==> images/clock_nets.png <==
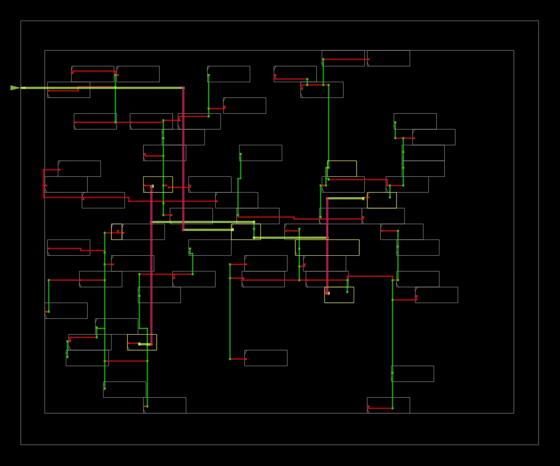
==> images/port_trees.png <==
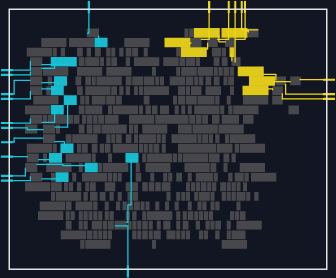
==> images/layers.png <==
Bar = 20 µm.
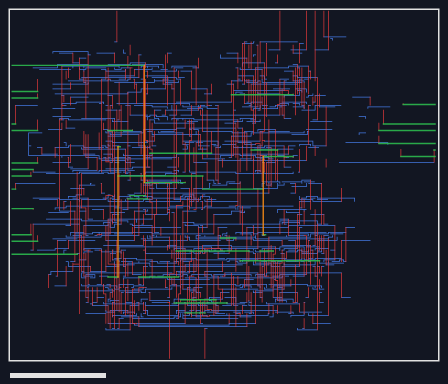
==> images/ff_map.png <==
Bar = 20 µm.
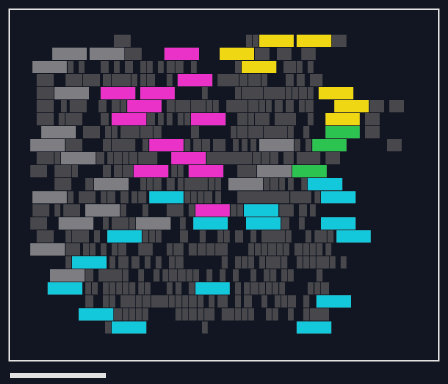
**config.mk**
```make
export PLATFORM = sky130hd
export DESIGN_NAME = seg_display_mux_flat
export DESIGN_NICKNAME = d
export VERILOG_FILES = /design/src/rtl/seg_display_mux_if.sv /design/src/rtl/seg_display_mux.sv /design/src/flat_wrapper.sv
export SDC_FILE = /design/constraint.sdc
export NUM_CORES = 1
export LEC_CHECK = 0
export ABC_AREA = 1
export CAP_MARGIN = 25
export CORE_ASPECT_RATIO = 0.8
export CORE_MARGIN = 4
export CORE_UTILIZATION = 49
export DETAILED_ROUTE_END_ITERATION = 10
export GPL_TIMING_DRIVEN = 0
export PLACE_DENSITY = 0.81
export RECOVER_POWER = 25
export SETUP_SLACK_MARGIN = 0.1
export SLEW_MARGIN = 20
export SYNTH_ARGS = -nofsm -noshare
export SYNTH_HDL_FRONTEND = slang
export SYNTH_SLANG_ARGS = --single-unit
```
**constraint.sdc**
```tcl
create_clock -name clk -period 2.21 [get_ports clk]
set_input_delay 0.5525 -clock clk [delete_from_list [all_inputs] [get_ports clk]]
set_output_delay 0.5525 -clock clk [all_outputs]
set_load 0.1 [all_outputs]
```
**src/rtl/seg_display_mux_if.sv**
```systemverilog
// BCD value bus between the UART BCD conversion stage (master) and the display mux (slave).
interface seg_display_mux_if;
  logic [11:0] bcd_in;
  logic        bcd_valid;

  modport master (output bcd_in, output bcd_valid);
  modport slave  (input  bcd_in, input  bcd_valid);
endinterface

```
**src/rtl/seg_display_mux.sv**
```systemverilog
// 3-digit time-multiplexed seven-segment driver; new values are committed only at frame wrap.
// Optional build macro SEG_LEADING_ZERO_BLANK_EN blanks leading zero digits (hundreds, tens).
module seg_display_mux #(
  parameter int REFRESH_DIV    = 50000,
  parameter int BLANK_CYCLES   = 500,
  parameter bit SEG_ACTIVE_LOW = 1'b1,
  parameter bit DIG_ACTIVE_LOW = 1'b1
) (
  input  logic               clk,
  input  logic               reset,
  seg_display_mux_if.slave   bcd_bus,
  output logic [7:0]         seg_out,
  output logic [2:0]         dig_sel,
  output logic               frame_done
);

  localparam int               CNT_W     = (REFRESH_DIV > 1) ? $clog2(REFRESH_DIV) : 1;
  localparam logic [CNT_W-1:0] CNT_LAST  = CNT_W'(REFRESH_DIV - 1);
  localparam logic [CNT_W-1:0] BLANK_END = CNT_W'(BLANK_CYCLES);
  localparam logic [7:0]       SEG_OFF   = SEG_ACTIVE_LOW ? 8'hFF : 8'h00;
  localparam logic [2:0]       DIG_OFF   = DIG_ACTIVE_LOW ? 3'b111 : 3'b000;

  typedef enum logic {
    ST_BLANK,
    ST_SHOW
  } slot_state_t;

  localparam slot_state_t RESET_STATE = (BLANK_CYCLES > 0) ? ST_BLANK : ST_SHOW;

  if (REFRESH_DIV < 2) begin : g_bad_refresh_div
    $error("seg_display_mux: REFRESH_DIV must be at least 2");
  end
  if ((BLANK_CYCLES < 0) || (BLANK_CYCLES >= REFRESH_DIV)) begin : g_bad_blank_cycles
    $error("seg_display_mux: BLANK_CYCLES must be in 0..REFRESH_DIV-1");
  end

  logic [CNT_W-1:0] slot_cnt;
  logic [CNT_W-1:0] cnt_next;
  logic [1:0]       digit_idx;
  logic [1:0]       idx_next;
  slot_state_t      state;
  slot_state_t      state_next;
  logic             slot_wrap;
  logic             frame_wrap;
  logic [11:0]      shadow;
  logic [11:0]      active;
  logic             pending;
  logic [3:0]       nibble;
  logic [2:0]       dig_onehot;
  logic [7:0]       pattern;
  logic [7:0]       seg_raw;
  logic [2:0]       dig_raw;

  function automatic logic [7:0] encode_digit(input logic [3:0] nib);
    logic [7:0] seg;
    case (nib)
      4'd0:    seg = 8'h3F;
      4'd1:    seg = 8'h06;
      4'd2:    seg = 8'h5B;
      4'd3:    seg = 8'h4F;
      4'd4:    seg = 8'h66;
      4'd5:    seg = 8'h6D;
      4'd6:    seg = 8'h7D;
      4'd7:    seg = 8'h07;
      4'd8:    seg = 8'h7F;
      4'd9:    seg = 8'h6F;
      default: seg = 8'h40;
    endcase
    return seg;
  endfunction

  // Slot timing; the state register always describes the slot phase of the current counter value.
  always_comb begin
    slot_wrap  = (slot_cnt == CNT_LAST);
    frame_wrap = slot_wrap && (digit_idx == 2'd2);
    cnt_next   = slot_wrap ? '0 : slot_cnt + CNT_W'(1);
    if (!slot_wrap) begin
      idx_next = digit_idx;
    end else if (digit_idx == 2'd2) begin
      idx_next = 2'd0;
    end else begin
      idx_next = digit_idx + 2'd1;
    end
    state_next = ((BLANK_CYCLES > 0) && (cnt_next < BLANK_END)) ? ST_BLANK : ST_SHOW;
  end

  always_comb begin
    nibble     = 4'h0;
    dig_onehot = 3'b000;
    case (digit_idx)
      2'd0: begin
        nibble     = active[3:0];
        dig_onehot = 3'b001;
      end
      2'd1: begin
        nibble     = active[7:4];
        dig_onehot = 3'b010;
      end
      2'd2: begin
        nibble     = active[11:8];
        dig_onehot = 3'b100;
      end
      default: begin
        nibble     = 4'h0;
        dig_onehot = 3'b000;
      end
    endcase
    pattern = encode_digit(nibble);
`ifdef SEG_LEADING_ZERO_BLANK_EN
    // Only exact zero nibbles blank; A-F still show the dash. The digit enable stays on.
    if ((digit_idx == 2'd2) && (active[11:8] == 4'h0)) begin
      pattern = 8'h00;
    end
    if ((digit_idx == 2'd1) && (active[11:8] == 4'h0) && (active[7:4] == 4'h0)) begin
      pattern = 8'h00;
    end
`endif
    seg_raw = (state == ST_SHOW) ? pattern    : 8'h00;
    dig_raw = (state == ST_SHOW) ? dig_onehot : 3'b000;
  end

  // Scan FSM, registered outputs and the shadow/active commit path; a strobe on the wrap cycle bypasses the shadow.
  always_ff @(posedge clk) begin
    if (reset) begin
      slot_cnt   <= '0;
      digit_idx  <= 2'd0;
      state      <= RESET_STATE;
      shadow     <= 12'h000;
      active     <= 12'h000;
      pending    <= 1'b0;
      frame_done <= 1'b0;
      seg_out    <= SEG_OFF;
      dig_sel    <= DIG_OFF;
    end else begin
      slot_cnt   <= cnt_next;
      digit_idx  <= idx_next;
      state      <= state_next;
      frame_done <= frame_wrap;
      seg_out    <= SEG_ACTIVE_LOW ? ~seg_raw : seg_raw;
      dig_sel    <= DIG_ACTIVE_LOW ? ~dig_raw : dig_raw;

      if (bcd_bus.bcd_valid) begin
        shadow  <= bcd_bus.bcd_in;
        pending <= 1'b1;
      end

      if (frame_wrap) begin
        if (bcd_bus.bcd_valid) begin
          active  <= bcd_bus.bcd_in;
          pending <= 1'b0;
        end else if (pending) begin
          active  <= shadow;
          pending <= 1'b0;
        end
      end
    end
  end

endmodule

```
**src/flat_wrapper.sv**
```systemverilog
// flat-port wrapper written by rule: the top's interface ports become plain ports
module seg_display_mux_flat 
#(
  parameter int REFRESH_DIV    = 50000,
  parameter int BLANK_CYCLES   = 500,
  parameter bit SEG_ACTIVE_LOW = 1'b1,
  parameter bit DIG_ACTIVE_LOW = 1'b1
)
  (clk, reset, seg_out, dig_sel, frame_done, bcd_bus_bcd_in, bcd_bus_bcd_valid);
  seg_display_mux_if bcd_bus_i ();
  input  logic clk;
  input  logic reset;
  output logic [7:0] seg_out;
  output logic [2:0] dig_sel;
  output logic frame_done;
  input wire logic [$bits(bcd_bus_i.bcd_in)-1:0] bcd_bus_bcd_in;
  input wire logic [$bits(bcd_bus_i.bcd_valid)-1:0] bcd_bus_bcd_valid;
  assign bcd_bus_i.bcd_in = bcd_bus_bcd_in;
  assign bcd_bus_i.bcd_valid = bcd_bus_bcd_valid;
  seg_display_mux #(.REFRESH_DIV(REFRESH_DIV), .BLANK_CYCLES(BLANK_CYCLES), .SEG_ACTIVE_LOW(SEG_ACTIVE_LOW), .DIG_ACTIVE_LOW(DIG_ACTIVE_LOW)) u_core (.clk(clk), .reset(reset), .bcd_bus(bcd_bus_i), .seg_out(seg_out), .dig_sel(dig_sel), .frame_done(frame_done));
endmodule
```
==> out/metrics.json <==
{
  "yosys-top-cells-area": "dfxtp_1, nand2_1, nor2_1",
  "final_layout_top_logic_cell": "nand2_1",
  "async_reset_ff_share_pct": 0,
  "design.core.area_mm2": 0.00506,
  "synth.mux.area_fraction_pct": 4.63,
  "fin_nets": 406,
  "cts.htree.levels": 2,
  "comb_area_share_pct": 42.0,
  "critPathRequiredTime_ps": 1660,
  "detail_route.first_pass.iterations": 4,
  "post_cts_buffers": 0,
  "gp_congestion": 0.890,
  "min_delay_path_depth": 1,
  "bufAreaShareNonClock_pct": 9.74,
  "max_clock_freq_mhz": 493,
  "critical_path_arrival_ps": 1480,
  "finalWorstSetupSlack_ps": 180,
  "floorplanUtilization_pct": 51.3,
  "yosys_chip_area_mm2": 0.00260,
  "path_clk_slew_ps": 90,
  "ys.flop_type": "dfxtp_1",
  "tapcell.inserted": 62,
  "tightestPinTransition_ps": 974,
  "final_area_mm2": 0.00301,
  "place_area_mm2": 0.00291,
  "yosys.cell_types.count": 37,
  "grt_pass1_wl_um": 8870,
  "detail_route.wirelength_um": 5260,
  "timing.max_cap.violations": 0,
  "layout.cells.most_common_list": "nand2_1, nor2_1, dfxtp_1",
  "top_logic_kind": "simple AND/OR/NAND/NOR gates",
  "setup_tns_ps": 0,
  "timing.rr.start": "u_core.slot_cnt[0]",
  "worstSetupPathDepth": 1,
  "class_of_the_tightest_hold_or_removal_check": "register to register",
  "cts-resized-gates": 11,
  "ff2ff_path_depth": 9,
  "critPathCapture": "dig_sel[1]",
  "number_of_remaining_drc_errors": 0,
  "first_global_vias": 2007,
  "grt_max_degree": 17,
  "synth-edff-count": 0,
  "slew_headroom_pct": 35.3,
  "setup_viol": 0,
  "critical-path-slowest-cell": "dlygate4sd2_1",
  "critical_path.cell_chain": "dlygate4sd2_1",
  "r2r-end": "u_core.active[6]",
  "ys_seq_elements": 55,
  "netlist.area_leader.share_pct": 42.4,
  "route.antenna.remaining_nets": 0,
  "drt-vias-per-instance": 5.02,
  "tritoncts": "done",
  "hold_end": "u_core.slot_cnt[0]",
  "register_to_register_setup_slack_ps": 340,
  "run_status": "finished clean",
  "die.size.x_um": 89.4,
  "total_of_fill_cells_in_the_finished_design": 479,
  "postCtsHoldBufs": 0,
  "clkCellAreaFrac_pct": 3.91,
  "synth-adder-area-share_pct": 2.89,
  "vdd.ir_drop.worst_uv": 465,
  "final.period_utilization_pct": 91.8,
  "netlist.top_cell.by_area": "dfxtp_1",
  "layout_min_cycle_time_ps": 2030,
  "critPathTopFamily": "buffers and inverters",
  "die_h_um": 73.1,
  "final_hold_viol_count": 0,
  "critPathLaunchType": "register",
  "num-nonclk-buffers": 35,
  "overflow": 0,
  "largest_reg_flops": 16,
  "ys_sh_xor_pct": 1.35,
  "layout.comb_gates.multi_input": 247,
  "setup.worst_path.start": "u_core.dig_sel[1]",
  "synth.yosys.num_cells": 354,
  "compound_area_share_pct": 8.43,
  "setup.worst_path.class": "register to output port",
  "power_density_mw_per_mm2": 603,
  "regMostFlops": "u_core.slot_cnt",
  "area_growth_syn_to_layout_pct": 15.8,
  "kind_of_end_point_of_the_critical_path": "output port",
  "row_count": 23,
  "top_cell": "nand2_1",
  "largest_cell_class": "multi-input combinational cells",
  "syn-instance-count": 354,
  "num-clock-buffers": 6,
  "final_max_slew_viol_count": 0,
  "number_of_antenna_repair_diodes": 0,
  "placement.setup.worst_slack_ps": 104,
  "wire_per_inst_um": 11.7,
  "mi_logic_area_mm2": 0.00126,
  "timing.critical_path.buf_inv": 1,
  "n_all_inverters": 41,
  "syn-cell-area_mm2": 0.00260,
  "final_util_pct": 59.4,
  "unrepaired_setup_endpoints_after_global_routing": "no",
  "synth.net_count": 375,
  "die-area_mm2": 0.00653,
  "final_layout_size_suffix_gt1_share_pct": 6.74,
  "clock-root-buffer": "clkbuf_8",
  "yosys_warnings": 0,
  "cell_types_with_the_highest_counts_after_synthesis": "nand2_1, nor2_1, dfxtp_1, inv_1, nand3_1",
  "worst_clock_skew_ps": 4.44,
  "largestRegisters": "u_core.slot_cnt x16, u_core.active x12, u_core.shadow x12",
  "post_synth.cell_area_avg_um2": 7.33,
  "synth_simple_gate_area_share_pct": 31.6,
  "cts.path.max_buffers": 2,
  "drt_first_iter_violations": 174,
  "yosysSeqAreaShare_pct": 42.4,
  "path_max_fanout": 1,
  "antenna_violations_before_repair": 0,
  "hpwlAfterDp_um": 4050,
  "p_leak_nw": 1.28,
  "stage_log_warnings": 30,
  "worst_hold_startpoint": "u_core.slot_cnt[0]",
  "critical_path.max_stage_delay_ps": 860
}
-- clock_nets.png (at the start) --
number of sinks handled by clock tree synthesis: 55
num sequential: 55
Clock Power: 0.691 mW
total clock buffers created by CTS: 5
worst-skew pair later-pin latency: 310 ps

-- port_trees.png (at the start) --
legend:
  yellow:
    port: seg_out
    bits: 8
    direction: output
    end_cells: 8
    wire: 112 µm
  cyan:
    port: bcd_bus_bcd_in
    bits: 12
    direction: input
    end_cells: 12
    wire: 186 µm
count of input and output buffers: 24
I/O pin total: 27

-- layers.png (at the start) --
legend:
  orange:
    layer: M4
    wire_length: 68.0 µm
  red:
    layer: M2
    wire_length: 2120 µm
  blue:
    layer: M1
    wire_length: 2770 µm
  green:
    layer: M3
    wire_length: 294 µm
via count of the routed design: 2248
GRT Resource Usage Total: 17.3%

-- ff_map.png (at the start) --
legend:
  magenta:
    name_in_the_netlist: u_core.active
    placed_flops: 12
  yellow:
    name_in_the_netlist: u_core.seg_out
    placed_flops: 7
  cyan:
    name_in_the_netlist: u_core.slot_cnt
    placed_flops: 16
  green:
    name_in_the_netlist: u_core.dig_sel
    placed_flops: 3
Sequential Area: 0.00110 mm²
sequential share of cell area: 36.6%
Sequential Power: 1.02 mW

==> power by group <==
part,internal [mW],total [mW],switching [mW],leakage [nW]
Combinational,0.0464,0.107,0.0602,0.772
Clock,0.367,0.691,0.324,0.0612
Sequential,1.01,1.02,0.00672,0.447
==> metal layers <==
| layer | global-route usage (%) | share of wire [%] |
|---|---|---|
| met1 | 25.9 | 53 |
| met4 | 4.96 | 1.3 |
| met2 | 24.7 | 40 |
| met5 | 0 | 0 |
| met3 | 3.95 | 5.6 |
==> per-stage QoR <==
step,std cells,total power [mW],hold slack (ps)
2_1_floorplan,354,1.11,418
3_3_place_gp,440,1.14,430
3_5_place_dp,440,1.15,436
4_1_cts,448,1.82,458
5_1_grt,448,1.87,483
6_report,448,1.81,459
Power figures rest on the tool's default switching activity, not on a simulated workload.
